[config.mk]
export PLATFORM = sky130hd
export DESIGN_NAME = pipe_stage_buf_flat
export DESIGN_NICKNAME = d
export VERILOG_FILES = /design/src/rtl/pipe_stage_buf_if.sv /design/src/rtl/pipe_stage_buf.sv /design/src/flat_wrapper.sv
export SDC_FILE = /design/constraint.sdc
export NUM_CORES = 1
export LEC_CHECK = 0
export ABC_AREA = 1
export CAP_MARGIN = 5
export CORE_MARGIN = 4
export CORE_UTILIZATION = 55
export CTS_CLUSTER_DIAMETER = 60
export DETAILED_ROUTE_END_ITERATION = 8
export HOLD_SLACK_MARGIN = 0.1
export PLACE_DENSITY = 0.92
export SYNTH_ARGS = -nofsm -noshare
export SYNTH_HDL_FRONTEND = slang
export SYNTH_SLANG_ARGS = --single-unit
[constraint.sdc]
create_clock -name clk -period 23.8 [get_ports clk]
set_input_delay 4.76 -clock clk [delete_from_list [all_inputs] [get_ports clk]]
set_output_delay 4.76 -clock clk [all_outputs]
set_load 0.05 [all_outputs]
[src/rtl/pipe_stage_buf_if.sv]
// Handshake bundle for one pipeline stage register: upstream push side,
// downstream pop side, flush, stall counter and a debug view of the stage state.
interface pipe_stage_buf_if #(
  parameter int WIDTH = 32,
  parameter int NCH   = 5,
  parameter int CW    = 16
);
  // valid/ready: a transfer happens at a rising edge when both valid and ready are 1;
  // in_ready comes from registered state only, so it never depends on out_ready.
  logic                 flush;
  logic                 in_valid;
  logic                 in_ready;
  logic [NCH*WIDTH-1:0] in_data;
  logic                 out_valid;
  logic                 out_ready;
  logic [NCH*WIDTH-1:0] out_data;
  logic [CW-1:0]        stall_cnt;
  logic [1:0]           state_dbg;

  modport master (
    output flush, in_valid, in_data, out_ready,
    input  in_ready, out_valid, out_data, stall_cnt, state_dbg
  );

  modport slave (
    input  flush, in_valid, in_data, out_ready,
    output in_ready, out_valid, out_data, stall_cnt, state_dbg
  );
endinterface

[src/rtl/pipe_stage_buf.sv]
// Pipeline stage register with a 2-entry skid buffer (main slot M, skid slot S),
// synchronous flush, NOP bubble on empty and a saturating stall-cycle counter.
module pipe_stage_buf #(
  parameter int               WIDTH  = 32,
  parameter int               NCH    = 5,
  parameter logic [WIDTH-1:0] NOP_IR = WIDTH'(32'h00000013),
  parameter int               CW     = 16
) (
  input  logic             clk,
  input  logic             rst,
  pipe_stage_buf_if.slave  bus
);
  localparam logic [1:0] ST_EMPTY = 2'b00;
  localparam logic [1:0] ST_ONE   = 2'b01;
  localparam logic [1:0] ST_FULL  = 2'b10;

  // Lane 0 carries the NOP instruction, every other lane is zero.
  localparam logic [NCH*WIDTH-1:0] BUBBLE = (NCH*WIDTH)'(NOP_IR);

  logic [1:0]           r_state;
  logic [NCH*WIDTH-1:0] r_m;
  logic [NCH*WIDTH-1:0] r_s;
  logic [CW-1:0]        r_stall;

  logic w_in_ready;
  logic w_out_valid;
  logic w_push;
  logic w_pop;

  assign w_in_ready  = (r_state != ST_FULL);
  assign w_out_valid = (r_state != ST_EMPTY);
  assign w_push      = bus.in_valid & w_in_ready;
  assign w_pop       = w_out_valid & bus.out_ready;

  always_ff @(posedge clk or posedge rst) begin
    if (rst) begin
      r_state <= ST_EMPTY;
      r_m     <= BUBBLE;
      r_s     <= BUBBLE;
      r_stall <= '0;
    end else begin
      // Stall accounting is independent of flush; only reset clears it.
      if (w_out_valid && !bus.out_ready && (r_stall != {CW{1'b1}}))
        r_stall <= r_stall + CW'(1);

      if (bus.flush) begin
        r_state <= ST_EMPTY;
        r_m     <= BUBBLE;
        r_s     <= BUBBLE;
      end else begin
        case (r_state)
          ST_EMPTY: begin
            if (w_push) begin
              r_m     <= bus.in_data;
              r_state <= ST_ONE;
            end
          end
          ST_ONE: begin
            if (w_push && w_pop) begin
              r_m <= bus.in_data;
            end else if (w_push) begin
              r_s     <= bus.in_data;
              r_state <= ST_FULL;
            end else if (w_pop) begin
              r_state <= ST_EMPTY;
            end
          end
          ST_FULL: begin
            if (w_pop) begin
              r_m     <= r_s;
              r_state <= ST_ONE;
            end
          end
          default: r_state <= ST_EMPTY;
        endcase
      end
    end
  end

  // M keeps its stale contents after the last pop, so the bubble is muxed in here.
  assign bus.out_data  = w_out_valid ? r_m : BUBBLE;
  assign bus.out_valid = w_out_valid;
  assign bus.in_ready  = w_in_ready;
  assign bus.stall_cnt = r_stall;
  assign bus.state_dbg = r_state;
endmodule

[src/flat_wrapper.sv]
// flat-port wrapper written by rule: the top's interface ports become plain ports
module pipe_stage_buf_flat 
#(
  parameter int               WIDTH  = 32,
  parameter int               NCH    = 5,
  parameter logic [WIDTH-1:0] NOP_IR = WIDTH'(32'h00000013),
  parameter int               CW     = 16
)
  (clk, rst, bus_flush, bus_in_valid, bus_in_data, bus_out_ready, bus_in_ready, bus_out_valid, bus_out_data, bus_stall_cnt, bus_state_dbg);
  pipe_stage_buf_if #(.WIDTH(WIDTH), .NCH(NCH), .CW(CW)) bus_i ();
  input  logic clk;
  input  logic rst;
  input wire logic [$bits(bus_i.flush)-1:0] bus_flush;
  input wire logic [$bits(bus_i.in_valid)-1:0] bus_in_valid;
  input wire logic [$bits(bus_i.in_data)-1:0] bus_in_data;
  input wire logic [$bits(bus_i.out_ready)-1:0] bus_out_ready;
  output wire logic [$bits(bus_i.in_ready)-1:0] bus_in_ready;
  output wire logic [$bits(bus_i.out_valid)-1:0] bus_out_valid;
  output wire logic [$bits(bus_i.out_data)-1:0] bus_out_data;
  output wire logic [$bits(bus_i.stall_cnt)-1:0] bus_stall_cnt;
  output wire logic [$bits(bus_i.state_dbg)-1:0] bus_state_dbg;
  assign bus_i.flush = bus_flush;
  assign bus_i.in_valid = bus_in_valid;
  assign bus_i.in_data = bus_in_data;
  assign bus_i.out_ready = bus_out_ready;
  assign bus_in_ready = bus_i.in_ready;
  assign bus_out_valid = bus_i.out_valid;
  assign bus_out_data = bus_i.out_data;
  assign bus_stall_cnt = bus_i.stall_cnt;
  assign bus_state_dbg = bus_i.state_dbg;
  pipe_stage_buf #(.WIDTH(WIDTH), .NCH(NCH), .NOP_IR(NOP_IR), .CW(CW)) u_core (.clk(clk), .rst(rst), .bus(bus_i));
endmodule
**Run 1: cell outlines without signal wires**

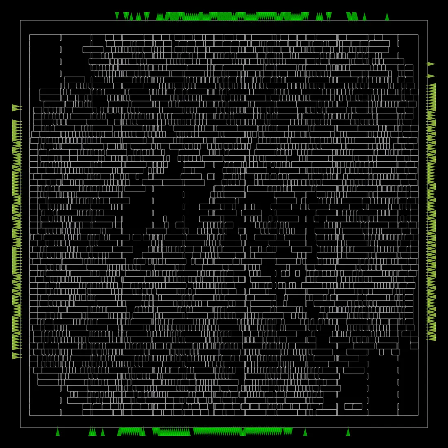
Placement Rows: 63
tap cell count: 390

**Run 1: routed metal, one color a layer**

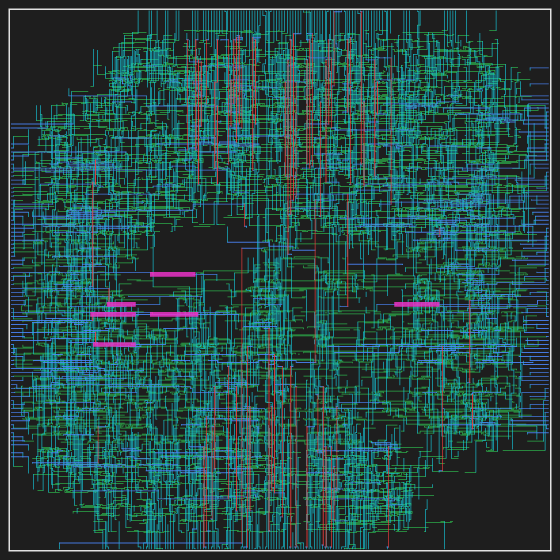
Blue is metal 3, wire length 4,790 µm. Green is metal 1, wire length 19,200 µm. Cyan is metal 2, wire length 24.1 mm. Magenta is metal 5, wire length 77.3 µm. Red is metal 4, wire length 2,510 µm.
total routing resource utilization after global routing: 0.294
total length of routed wires: 50.7 mm
number of vias after detailed routing: 16.9k

==> highlights.md, run 1 <==
### Critical path
• crit path max-delay cell type: buf_4
• Setup crit end kind: flop
• CP required: 24.24 ns
• critical register-to-register path startpoint: u_core.bus.state_dbg[0]
• Worst Setup Path Type: input port to flop
• R2R cell count: 9
• chain of cells forming the critical path: buf_4, inv_4, nand2_2, buf_4, inv_2, nand2_1, nand2_1, inv_6, buf_4, nand3_1, nand2_1
• CP max FO: 98
• startpoint of the most critical setup path: bus_flush
• CP max stage delay: 0.95 ns
• Critical Path Source Type: input port
• FF-to-FF setup slack: 20.05 ns
• end of the critical path: u_core.r_m[89]
• R2R Path End: u_core.r_m[89]
• crit path DAT: 8.82 ns

### Layout
• clkbuf count: 55
• final std cells w/o fill: 2,988
• area of all placed cells without fillers: 0.0214 mm²
• Commonest Layout Cell: nand2_1
• most used cells in the layout excluding fill and tap cells: 802 x nand2_1, 343 x clkdlybuf4s50_1, 332 x dfrtp_1
• fraction of layout cells with a size suffix above 1: 0.0343
• FILL cells: 2,200
• clock distribution area overhead in the final layout: 0.0531
• inverters: 176
• combinational share of cell area: 0.331
• area used by multi-input combinational logic: 0.00709 mm²
• Multi-In Gates: 1,662
• Inserted Diodes: 1
• total of plain and repair buffers excluding clock buffers: 359
• storage element area: 0.00847 mm²
• data-path buffer share of cell area in the final layout: 0.166
• sequential cells: 338
• Post-layout nets: 2,740
• Layout area overhead: 27.0%
• cell class with the largest area share: registers
• flop share of the area: 0.395

### STA
• number of failing setup endpoints in the final timing report: 0
• relative max-transition margin: 0.244
• final critical path time including I/O delays and setup: 8.39 ns
• Final Hold Violation Tally: 0
• maximum operating frequency: 0.119 GHz
• transition time at the pin with the least slew margin: 1.13 ns
• Worst Hold Slack: 0.460 ns
• unrepaired setup endpoints after global routing: no
• Layout Skew: 0.0218 ns
• final total negative setup slack: 0 ns
• max-slew violation count: 0
• ratio of final minimum period to clock period: 0.352

### Clock tree
• Clock Latency Late Sink: 0.52 ns
• sink count of the clock tree: 338
• clock tree root driver cell: clkbuf_16
• CTS buffer count: 37
• TritonCTS clock tree: yes
• setup repair bufs after CTS: 0
• number of buffers between clock root and the deepest sink: 3
• clock-pin transition on the worst setup and hold timing paths: 0.06 ns
• hold-fix buffers at CTS: 0
• Gates resized, CTS repair: 0
• H-tree depth: 2

### Place
• total of buffers placed on input and output ports: 344
• placed cell count: 2,925
• last weighted congestion value of the routability-driven placer: 0.885
• DP Area: 0.0203 mm²
• final HPWL from detailed placement: 31.0 mm

### Synth
• most instantiated library cell after synthesis: nand2_1
• top_reg_cell synth: dfrtp_1
• net count after synthesis: 2,515
• number of register bits inferred by synthesis: 338
• Chip Area, Yosys: 0.0169 mm²
• yosys cell count: 2,349
• area of the mapped netlist: 0.0169 mm²
• area fraction of the dominant cell type after synthesis: 0.492
• top post-synthesis cells by area: dfrtp_1 49%, nand2_1 18%, nand3_1 7.3%, a21oi_1 7.1%, nor2_1 5.8%
• number of warnings printed during yosys synthesis: 0
• mean instance size in the synthesized netlist: 7.18 µm²
• async set-or-reset flop fraction in the synthesized netlist: 1.00
• leading area contributor after synthesis: dfrtp_1
• top cell types by occurrence after synthesis: 803 x nand2_1, 332 x dfrtp_1, 262 x nor2_1
• sequential area share after synthesis: 0.502
• post-synthesis cell count: 2,349
• post-synth tally of flip-flops with integrated enable: 0
• post-synthesis cell type count: 26

### Die
• Core Region: 0.0300 mm²
• boundary pin count: 345
• die area: 0.0335 mm²
• chip width: 183 µm
• core utilization at floorplan: 0.563
• Die Y: 183 µm

### Power
• total power per unit cell area: 81.0 mW/mm²
• switching fraction of total power: 0.361
• Switching Power: 0.000626 W
• sequential share of power: 0.394
• portion of total power attributed to combinational logic: 0.292
• maximum vdd ir drop: 0.0000628 V
• share of power burned in the clock network: 0.314
• internal power component: 0.00111 W
• total chip power: 0.00173 W
• leakage power summed over all cells: 10.2 nW

### Worst hold path
• startpoint of the tightest hold check path: u_core.r_m[0]
• Worst Hold Depth: 2
• worst-case hold path end point: u_core.r_m[0]
• Hold Path Class: flop to flop

### Global routing
• largest net degree at the start of global routing: 238
• first-pass GRT wire length: 82.4 mm
• number of global-route vias before repair: 16.8k
• Overflow after GRT: 0
• initial antenna violation count: 8

### Outcome
• result of the run: completed

### Routing
• tally of nets with antenna violations remaining after routing: 0
• number of iterations in the first detailed-routing pass: 9
• final routed DRC violation total: 0
• Via-to-Cell Ratio: 5.67
• number of DRC markers in iteration 0: 1,784

### Job
• max cap viols: 0
• number of warnings in the stage logs: 34

**Run 1: wire density map**

37 x 37 tiles, from black (low) to pale yellow (high), scaled to the fullest tile. Values are wire area over tile area, all layers added.
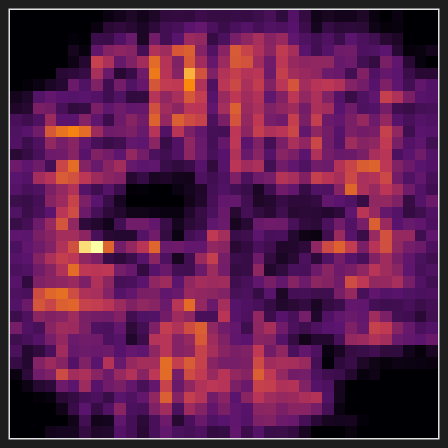
9.1% of the tiles are nearly empty. The mean over all tiles is 0.26. The emptiest ninth of the die: lower right. The fullest tile reaches 0.99.
post-DR wirelength/cell: 17.0 µm

run 1: cells by family after synthesis:
family	Yosys count	synth area share
XOR/XNOR	8	0.00415
adder cells (fa/ha/maj)	1	0.000741
flip-flops	338	0.502
buffers and inverters	349	0.0804
AND/OR/NAND/NOR	1325	0.315
AND-OR/OR-AND	328	0.0979
run 1: sequential cells by signal, summed over array words and instances (netlist names):
| signal | cells |
|---|---|
| u_core.r_m | 160 |
| u_core.bus.stall_cnt | 16 |
| u_core.bus.state_dbg | 2 |
| u_core.r_s | 160 |
run 1: metrics by stage:
| step | utilization | setup slack [ns] |
|---|---|---|
| floorplan | - | 9.68 |
| global placement | 0.677 | 15.17 |
| detailed placement | 0.677 | 15.02 |
| CTS | 0.715 | 15.51 |
| global route | 0.715 | 15.12 |
| finish | 0.715 | 15.41 |
run 1: worst max-delay path: cells and delay by family:
family	cells	cell delay [ns]
buf+inv	6	3.20
simple gates	5	0.74
run 1: metal layers:
| layer | routed length [µm] | part of all wire | global-route usage | up-vias |
|---|---|---|---|---|
| li1 | - | - | - | 7805 |
| met1 | 19200 | 0.38 | 0.379 | 8018 |
| met2 | 24100 | 0.48 | 0.472 | 943 |
| met3 | 4790 | 0.095 | 0.0609 | 163 |
| met4 | 2510 | 0.049 | 0.149 | 12 |
| met5 | 77 | 0.0015 | 0 | - |
run 1: power groups by stage:
stage          logic (W)  clock network, W  registers, W
2_1_floorplan   0.000331                 0      0.000691
3_3_place_gp    0.000492                 0      0.000688
3_5_place_dp    0.000504                 0      0.000690
4_1_cts         0.000507          0.000551      0.000682
5_1_grt         0.000547          0.000575      0.000690
6_report        0.000507          0.000544      0.000684
--- run 2 (diff from run 1) ---
--- a/config.mk
+++ b/config.mk
@@ -8,11 +8,11 @@
 export ABC_AREA = 1
 export CAP_MARGIN = 5
 export CORE_MARGIN = 4
-export CORE_UTILIZATION = 55
+export CORE_UTILIZATION = 52
 export CTS_CLUSTER_DIAMETER = 60
 export DETAILED_ROUTE_END_ITERATION = 8
 export HOLD_SLACK_MARGIN = 0.1
-export PLACE_DENSITY = 0.92
+export PLACE_DENSITY = 0.88
 export SYNTH_ARGS = -nofsm -noshare
 export SYNTH_HDL_FRONTEND = slang
 export SYNTH_SLANG_ARGS = --single-unit
==> constraint.sdc (replaced) <==
create_clock -name clk -period 8.4 [get_ports clk]
set_input_delay 1.68 -clock clk [delete_from_list [all_inputs] [get_ports clk]]
set_output_delay 1.68 -clock clk [all_outputs]
set_load 0.05 [all_outputs]
==> run 2 against run 1 <==
Compared with the run above:
- global-route usage shrank 1.2 points
- worst hold slack lost 0.0031 ns
- sequential share of layout area shrank 0.32 points
- clock power grew to 3.1 times the previous value
- core utilization shrank 3.6 points
- critical path depth shrank 7
- combinational power grew to 2.8 times the previous value
- die size grew 5.5%
- clock-buffer cell count shrank 4
- largest power group unchanged
- highest routed layer unchanged
==> highlights.md, run 2 <==
### Critical path
• end of the critical path: bus_out_data[1]
• critical register-to-register path startpoint: u_core.bus.state_dbg[0]
• FF-to-FF setup slack: 4.54 ns, -15.51 ns
• CP required: 6.72 ns, -17.52 ns
• Critical Path Source Type: flop
• crit path DAT: 3.33 ns, -5.49 ns
• Worst Setup Path Type: flop to output pin
• CP max FO: 110, +12%
• Setup crit end kind: output pin
• R2R Path End: u_core.r_m[137]

### Routing
• met2 wire len: 24.4 mm, +1.3%
• number of DRC markers in iteration 0: 1,865, +4.5%
• final routed DRC violation total: 0, unchanged
• number of iterations in the first detailed-routing pass: 8, -1
• tally of nets with antenna violations remaining after routing: 0, unchanged
• total length of routed wires: 51.7 mm, +2.0%
• Via-to-Cell Ratio: 5.58, -1.7%
• number of vias after detailed routing: 17.0k, +0.059%
• highest metal layer with signal wires: met5
• post-DR wirelength/cell: 17.0 µm, +0.30%
• Metal-1 WL: 20.4 mm, +6.1%
• wire length on met3: 4.53 mm, -5.5%

### Die
• die area: 0.0354 mm², +5.5%
• core utilization at floorplan: 0.531, -0.0327
• chip width: 188 µm, +2.7%
• Core Region: 0.0318 mm², +6.2%
• boundary pin count: 345, unchanged
• Placement Rows: 65, +3.2%

### Clock tree
• number of buffers between clock root and the deepest sink: 3, unchanged
• TritonCTS clock tree: yes
• hold-fix buffers at CTS: 0, unchanged
• clock tree root driver cell: clkbuf_16
• sink count of the clock tree: 338, unchanged
• CTS buffer count: 39, +5.4%
• Clock Latency Late Sink: 0.52 ns, about the same
• clock-pin transition on the worst setup and hold timing paths: 0.06 ns, about the same
• H-tree depth: 2, unchanged

### Worst hold path
• Hold Path Class: flop to flop

### STA
• final total negative setup slack: 0 ns, unchanged
• ratio of final minimum period to clock period: 0.596
• relative max-transition margin: 0.177, -0.0673
• Layout Skew: 0.0211 ns, -0.000650 ns
• transition time at the pin with the least slew margin: 1.23 ns, +0.101 ns
• Worst Hold Slack: 0.457 ns, -0.00308 ns
• max-slew violation count: 0, unchanged
• number of failing setup endpoints in the final timing report: 0, unchanged
• Final Hold Violation Tally: 0, unchanged

### Global routing
• first-pass GRT wire length: 83.5 mm, +1.3%
• fraction of met2 tracks used by global routing: 0.463, -0.00920
• Most Used Layer, Global Route: met2
• Overflow after GRT: 0, unchanged
• largest net degree at the start of global routing: 238, unchanged
• met1 global-route usage: 0.359, -0.0202
• number of global-route vias before repair: 16.7k, -0.52%
• met3 usage: 0.0585, -0.00244
• initial antenna violation count: 3, -5

### Synth
• area fraction of the dominant cell type after synthesis: 0.492, unchanged
• yosys cell count: 2,349, unchanged
• area of the mapped netlist: 0.0169 mm², unchanged
• number of register bits inferred by synthesis: 338, unchanged
• sequential area share after synthesis: 0.502, unchanged
• net count after synthesis: 2,515, unchanged
• post-synth tally of flip-flops with integrated enable: 0, unchanged
• leading area contributor after synthesis: dfrtp_1
• async set-or-reset flop fraction in the synthesized netlist: 1.00, unchanged
• most instantiated library cell after synthesis: nand2_1
• top_reg_cell synth: dfrtp_1
• top post-synthesis cells by area: dfrtp_1 49%, nand2_1 18%, nand3_1 7.3%, a21oi_1 7.1%, nor2_1 5.8%

### Layout
• Inserted Diodes: 0, -1
• final std cells w/o fill: 3,040, +1.7%
• Post-layout nets: 2,745, +0.18%
• Layout area overhead: 28.0%
• most used cells in the layout excluding fill and tap cells: 802 x nand2_1, 343 x clkdlybuf4s50_1, 332 x dfrtp_1

### Job
• max cap viols: 0, unchanged
• number of warnings in the stage logs: 34, unchanged

### Power
• maximum vdd ir drop: 0.000128 V, +100%
• total chip power: 0.00506 W, +190%
• leakage power summed over all cells: 10.3 nW, +0.64%
• total power per unit cell area: 234 mW/mm², +190%

### Place
• worst slack at placement: 3.70 ns, -11.32 ns
• final HPWL from detailed placement: 30.9 mm, -0.19%
• last weighted congestion value of the routability-driven placer: 0.859, -2.9%
• placed cell count: 2,973, +1.6%
• DP Area: 0.0204 mm², +0.37%

### Outcome
• result of the run: completed

-- run 2: netlist changes by cell type in the layout (fill, tap and decap cells not counted), moves of 2 or more --
| cell | previous run | this run |
|---|---|---|
| bufinv_16 | 0 | 4 |
| clkinv_2 | 4 | 7 |
| inv_6 | 1 | 3 |
| clkbuf_8 | 6 | 2 |
| clkinv_4 | 0 | 2 |
| buf_4 | 15 | 18 |
-- run 2: worst min path at each step --
stage | to | cells after the start | slack (ns)
floorplan | u_core.r_m[0] | 2 | 0.44
global placement | u_core.r_m[0] | 2 | 0.45
detailed placement | u_core.r_m[4] | 2 | 0.45
CTS | u_core.r_m[4] | 2 | 0.46
global route | u_core.r_m[4] | 2 | 0.48
finish | u_core.r_m[4] | 2 | 0.46
-- run 2: logic make-up after synthesis --
kind of cell             after synthesis  share of synthesized area
flip-flops                           338                      0.502
buffers and inverters                349                     0.0804
adder cells (fa/ha/maj)                1                   0.000741
AND-OR/OR-AND                        328                     0.0979
XOR/XNOR                               8                    0.00415
AND/OR/NAND/NOR                     1325                      0.315
-- run 2: where the power goes --
| group | internal, W | total [W] | switching [W] |
|---|---|---|---|
| clock network | 0.00100 | 0.00168 | 0.000675 |
| logic | 0.000441 | 0.00144 | 0.00100 |
| registers | 0.00181 | 0.00194 | 0.000126 |
| total | 0.00326 | 0.00506 | 0.00180 |
-- run 2: critical path, cell delays in order (launching register included) --
cell and delay (ns):
dfrtp_1 0.54, nor2_4 0.17, buf_4 0.88, or2_2 0.30, clkdlybuf4s50_1 0.81
-- run 2: cell type report --
| class | instances | area share |
|---|---|---|
| sequential | 338 | 0.392 |
| multi-input combinational | 1662 | 0.328 |
| timing repair buffer | 362 | 0.166 |
| clock buffer | 51 | 0.0482 |
| inverter | 176 | 0.0311 |
| tap | 435 | 0.0252 |
| clock inverter | 16 | 0.00933 |
**Run 2: signal wires on met1**

Supply wires on this layer in gray.
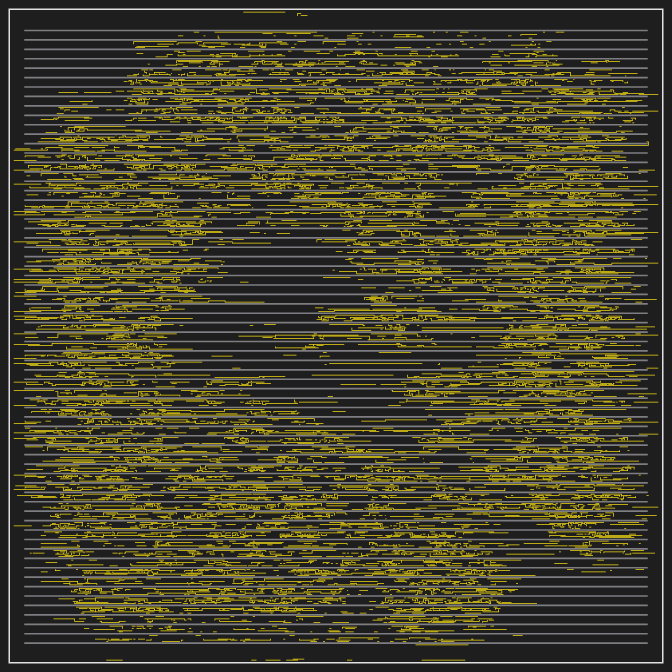
The longest straight run is 39.1 µm. The wires run mostly horizontal. The layer holds 39% of the routed length.

**Run 2: cell outlines without signal wires**

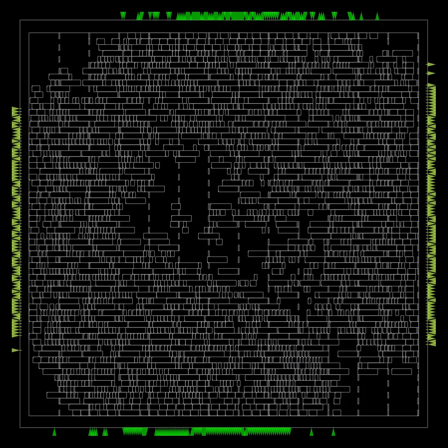
tap cell count: 435
flop share of the area: 0.392
FILL cells: 2,457
post-layout util: 0.679

**Run 2: cell classes on the final placement**

The bar under the picture is 50 µm long. Fill, decap, tap and diode cells in gray.
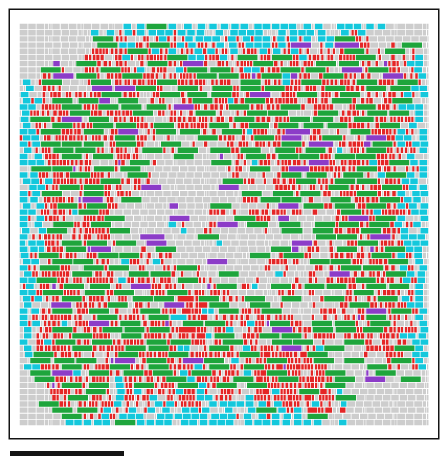
Green is sequential cells, cells 338, share of their area 40%. Red is combinational and other logic, cells 1,838, share of their area 37%. Purple is clock drivers and dummy loads, cells 67, share of their area 5.9%. Cyan is remaining buffers and delay cells, cells 362, share of their area 17%.

--- run 3 (diff from run 2) ---
--- a/config.mk
+++ b/config.mk
@@ -8,11 +8,11 @@
 export ABC_AREA = 1
 export CAP_MARGIN = 5
 export CORE_MARGIN = 4
-export CORE_UTILIZATION = 52
+export CORE_UTILIZATION = 47
 export CTS_CLUSTER_DIAMETER = 60
 export DETAILED_ROUTE_END_ITERATION = 8
 export HOLD_SLACK_MARGIN = 0.1
-export PLACE_DENSITY = 0.88
+export PLACE_DENSITY = 0.84
 export SYNTH_ARGS = -nofsm -noshare
 export SYNTH_HDL_FRONTEND = slang
 export SYNTH_SLANG_ARGS = --single-unit
==> constraint.sdc (replaced) <==
create_clock -name clk -period 4.6 [get_ports clk]
set_input_delay 0.92 -clock clk [delete_from_list [all_inputs] [get_ports clk]]
set_output_delay 0.92 -clock clk [all_outputs]
set_load 0.05 [all_outputs]
==> run 3 against run 2 <==
Compared with the run above:
- critical path depth unchanged
- combinational power rose by 83%
- register-to-register slack lost 3.5 ns
- setup slack worse by 2.6 ns
- clock-buffer cell count rose by 13
- sequential power is 82% higher
- die size is 10% higher
- critical endpoint is now bus_out_data[75]
==> highlights.md, run 3 <==
### Outcome
• result of the run: completed

### Job
• number of warnings in the stage logs: 42, +24%
• max cap viols: 0, unchanged

### Synth
• area of the mapped netlist: 0.0169 mm², unchanged
• largest non-sequential cell family by area: simple AND/OR/NAND/NOR gates
• number of register bits inferred by synthesis: 338, unchanged
• share of the synthesized netlist area taken by xor and xnor gates: 0.00415, unchanged
• number of warnings printed during yosys synthesis: 0
• most instantiated library cell after synthesis: nand2_1
• top cell types by occurrence after synthesis: 803 x nand2_1, 332 x dfrtp_1, 262 x nor2_1
• post-synthesis cell count: 2,349
• Chip Area, Yosys: 0.0169 mm²
• area fraction of the dominant cell type after synthesis: 0.492, unchanged
• AND/OR/NAND/NOR Cells, Area Fraction: 0.315, unchanged
• net count after synthesis: 2,515, unchanged
• top_reg_cell synth: dfrtp_1
• post-synthesis cell type count: 26
• fraction of synthesized area in multiplexers: 0, unchanged
• leading area contributor after synthesis: dfrtp_1
• async set-or-reset flop fraction in the synthesized netlist: 1.00, unchanged
• area fraction in full adders, half adders and majority gates: 0.000741, unchanged
• post-synth tally of flip-flops with integrated enable: 0, unchanged
• yosys cell count: 2,349, unchanged
• mean instance size in the synthesized netlist: 7.18 µm²
• Complex Gates by Area: 0.0979, unchanged
• top post-synthesis cells by area: dfrtp_1 49%, nand2_1 18%, nand3_1 7.3%, a21oi_1 7.1%, nor2_1 5.8%
• sequential area share after synthesis: 0.502, unchanged

### Clock tree
• Clock Latency Late Sink: 0.52 ns, about the same
• clock-pin transition on the worst setup and hold timing paths: 0.06 ns, about the same
• number of buffers between clock root and the deepest sink: 3, unchanged
• setup repair bufs after CTS: 0
• TritonCTS clock tree: yes
• H-tree depth: 2, unchanged
• clock tree root driver cell: clkbuf_16
• sink count of the clock tree: 338, unchanged
• hold-fix buffers at CTS: 0, unchanged
• Gates resized, CTS repair: 0
• CTS buffer count: 40, +2.6%

### Layout
• Layout area overhead: 29.6%
• Post-layout nets: 2,750, +0.18%
• fraction of layout cells with a size suffix above 1: 0.0417
• Commonest Layout Cell: nand2_1
• final std cells w/o fill: 3,077, +1.2%
• FILL cells: 3,036, +24%
• most used cells in the layout excluding fill and tap cells: 802 x nand2_1, 343 x clkdlybuf4s50_1, 332 x dfrtp_1

### Power
• Top power group: sequential cells
• switching fraction of total power: 0.348, -0.00836
• Switching Power: 0.00327 W, +82%
• sequential share of power: 0.377, -0.007
• Seq power: 0.00354 W, +82%
• total power per unit cell area: 430 mW/mm², +84%
• internal power component: 0.00613 W, +88%
• maximum vdd ir drop: 0.000267 V, +110%
• total chip power: 0.00940 W, +86%
• portion of total power attributed to combinational logic: 0.281, -0.004
• share of power burned in the clock network: 0.342, +0.011
• leakage power summed over all cells: 10.4 nW, +1.1%
• reported combinational group power: 0.00264 W, +83%
• power drawn by the clock network: 0.00322 W, +92%

### Critical path
• CP max FO: 64, -42%
• crit path DAT: 2.93 ns, -0.40 ns
• CP required: 3.68 ns, -3.04 ns
• Critical Path Source Type: flop
• Worst Setup Path Type: flop to output pin
• Setup crit end kind: output pin
• startpoint of the most critical setup path: u_core.bus.state_dbg[0]
• critical register-to-register path startpoint: u_core.bus.state_dbg[0]

### Die
• die area: 0.0390 mm², +10%
• Placement Rows: 69, +6.2%
• boundary pin count: 345, unchanged
• core utilization at floorplan: 0.476, -0.0551
• chip width: 197 µm, +5.0%
• Die Y: 197 µm

### Routing
• Via-to-Cell Ratio: 5.44, -2.4%
• number of iterations in the first detailed-routing pass: 5, -3
• tally of nets with antenna violations remaining after routing: 0, unchanged
• final routed DRC violation total: 0, unchanged
• number of DRC markers in iteration 0: 1,410, -24%

### Global routing
• largest net degree at the start of global routing: 238, unchanged
• number of global-route vias before repair: 16.2k, -2.6%
• Overflow after GRT: 0, unchanged
• initial antenna violation count: 6, +3
• first-pass GRT wire length: 82.9 mm, -0.73%

### STA
• smallest setup slack after layout: 0.752 ns
• Worst Hold Slack: 0.462 ns, +0.00488 ns
• maximum operating frequency: 0.260 GHz
• Final Hold Violation Tally: 0, unchanged
• final total negative setup slack: 0 ns, unchanged
• transition time at the pin with the least slew margin: 1.18 ns, -0.0532 ns
• Layout Skew: 0.0145 ns, -0.00661 ns
• max-slew violation count: 0, unchanged
• final critical path time including I/O delays and setup: 3.85 ns
• ratio of final minimum period to clock period: 0.837
• unrepaired setup endpoints after global routing: no
• number of failing setup endpoints in the final timing report: 0, unchanged
• relative max-transition margin: 0.212, +0.0355

### Place
• total of buffers placed on input and output ports: 344
• last weighted congestion value of the routability-driven placer: 0.872, +1.5%
• worst slack at placement: 0.849 ns, -2.85 ns
• DP Area: 0.0205 mm², +0.74%
• final HPWL from detailed placement: 31.6 mm, +2.3%
• placed cell count: 3,003, +1.0%

### Worst hold path
• Hold Path Class: flop to flop
• startpoint of the tightest hold check path: u_core.r_m[1]

==> run 3: critical path: stages (launching register included) <==
cell             delay, ns
dfrtp_1               0.52
nor2_4                0.63
buf_12                0.35
nor2_1                0.15
clkdlybuf4s50_1       0.73
==> run 3: path summary, 6_finish.rpt <==
| kind | slack (ns) | cells after the start | end |
|---|---|---|---|
| max in group asynchronous | 2.72 | 3 | u_core.r_m[19] |
| worst max register to register | 1.08 | 8 | u_core.r_m[25] |
| worst min register to register | 0.46 | 2 | u_core.r_m[1] |
| worst min-delay path | 0.46 | 2 | u_core.r_m[1] |
| min in group asynchronous | 0.90 | 2 | u_core.bus.stall_cnt[2] |
| worst max-delay path | 0.75 | 4 | bus_out_data[75] |
==> run 3: per-layer routing <==
layer | up-vias | share of wire | track usage
met5 | - | 0.0014 | 0
met4 | 10 | 0.039 | 0.101
met3 | 132 | 0.082 | 0.0459
met2 | 792 | 0.48 | 0.417
met1 | 7966 | 0.40 | 0.334
li1 | 7852 | - | -
==> run 3: layout make-up <==
class | count | area, µm² | share of cell area
Sequential cell | 338 | 8470 | 0.387
Multi-Input combinational cell | 1662 | 7090 | 0.324
Timing Repair Buffer | 366 | 3710 | 0.169
Clock buffer | 64 | 1260 | 0.0577
Inverter | 176 | 672 | 0.0307
Tap cell | 461 | 577 | 0.0264
Clock inverter | 8 | 100 | 0.00458
Antenna cell | 2 | 5.00 | 0.000229
==> run 3: cells by family after synthesis <==
group	Yosys count
xor gates and xnor gates	8
and+or+nand+nor	1325
buffers and inverters	349
DFF	338
adders and majority gates	1
AOI/OAI and AO/OA	328
**Run 3: cell classes on the final placement**

The bar under the picture is 50 µm long. Fill, decap, tap and diode cells in gray.
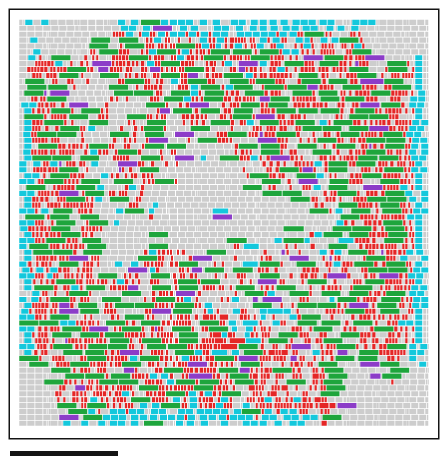
post-layout util: 0.617
Core Region: 0.0355 mm²
area of all placed cells without fillers: 0.0219 mm²

**Run 3: signal wires on met1**

Supply wires on this layer in gray.
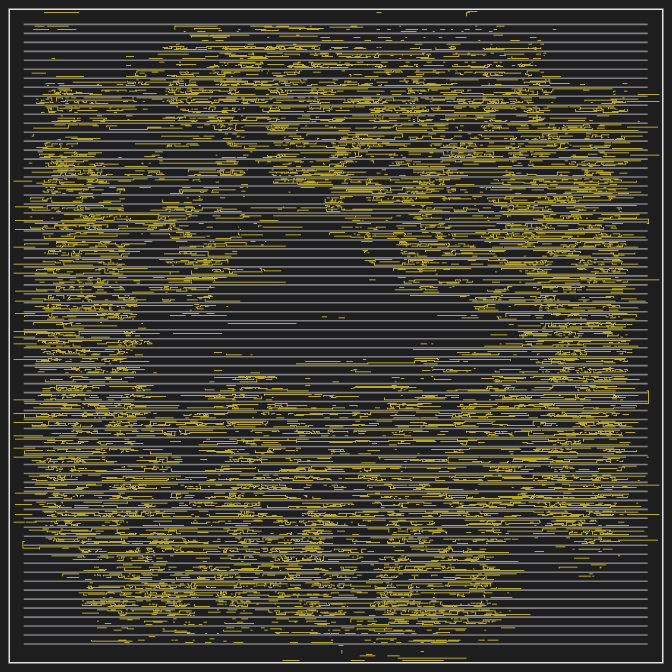
The layer holds 40% of the routed length. The wires run mostly horizontal. The longest straight run is 50.6 µm. 2,464 nets have wire on it. The layer carries 20.3 mm of wire.

**Run 3: wire density map**

39 x 39 tiles, from black (low) to pale yellow (high), scaled to the fullest tile. Values are wire area over tile area, all layers added.
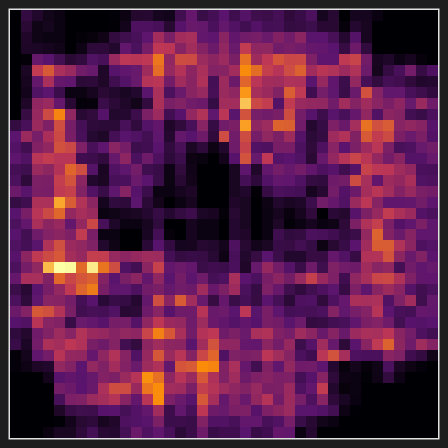
total length of routed wires: 50.9 mm
total routing resource utilization after global routing: 0.253
number of vias after detailed routing: 16.8k
post-DR wirelength/cell: 16.5 µm

No activity file was given, so power comes from the tool's default toggle rates.
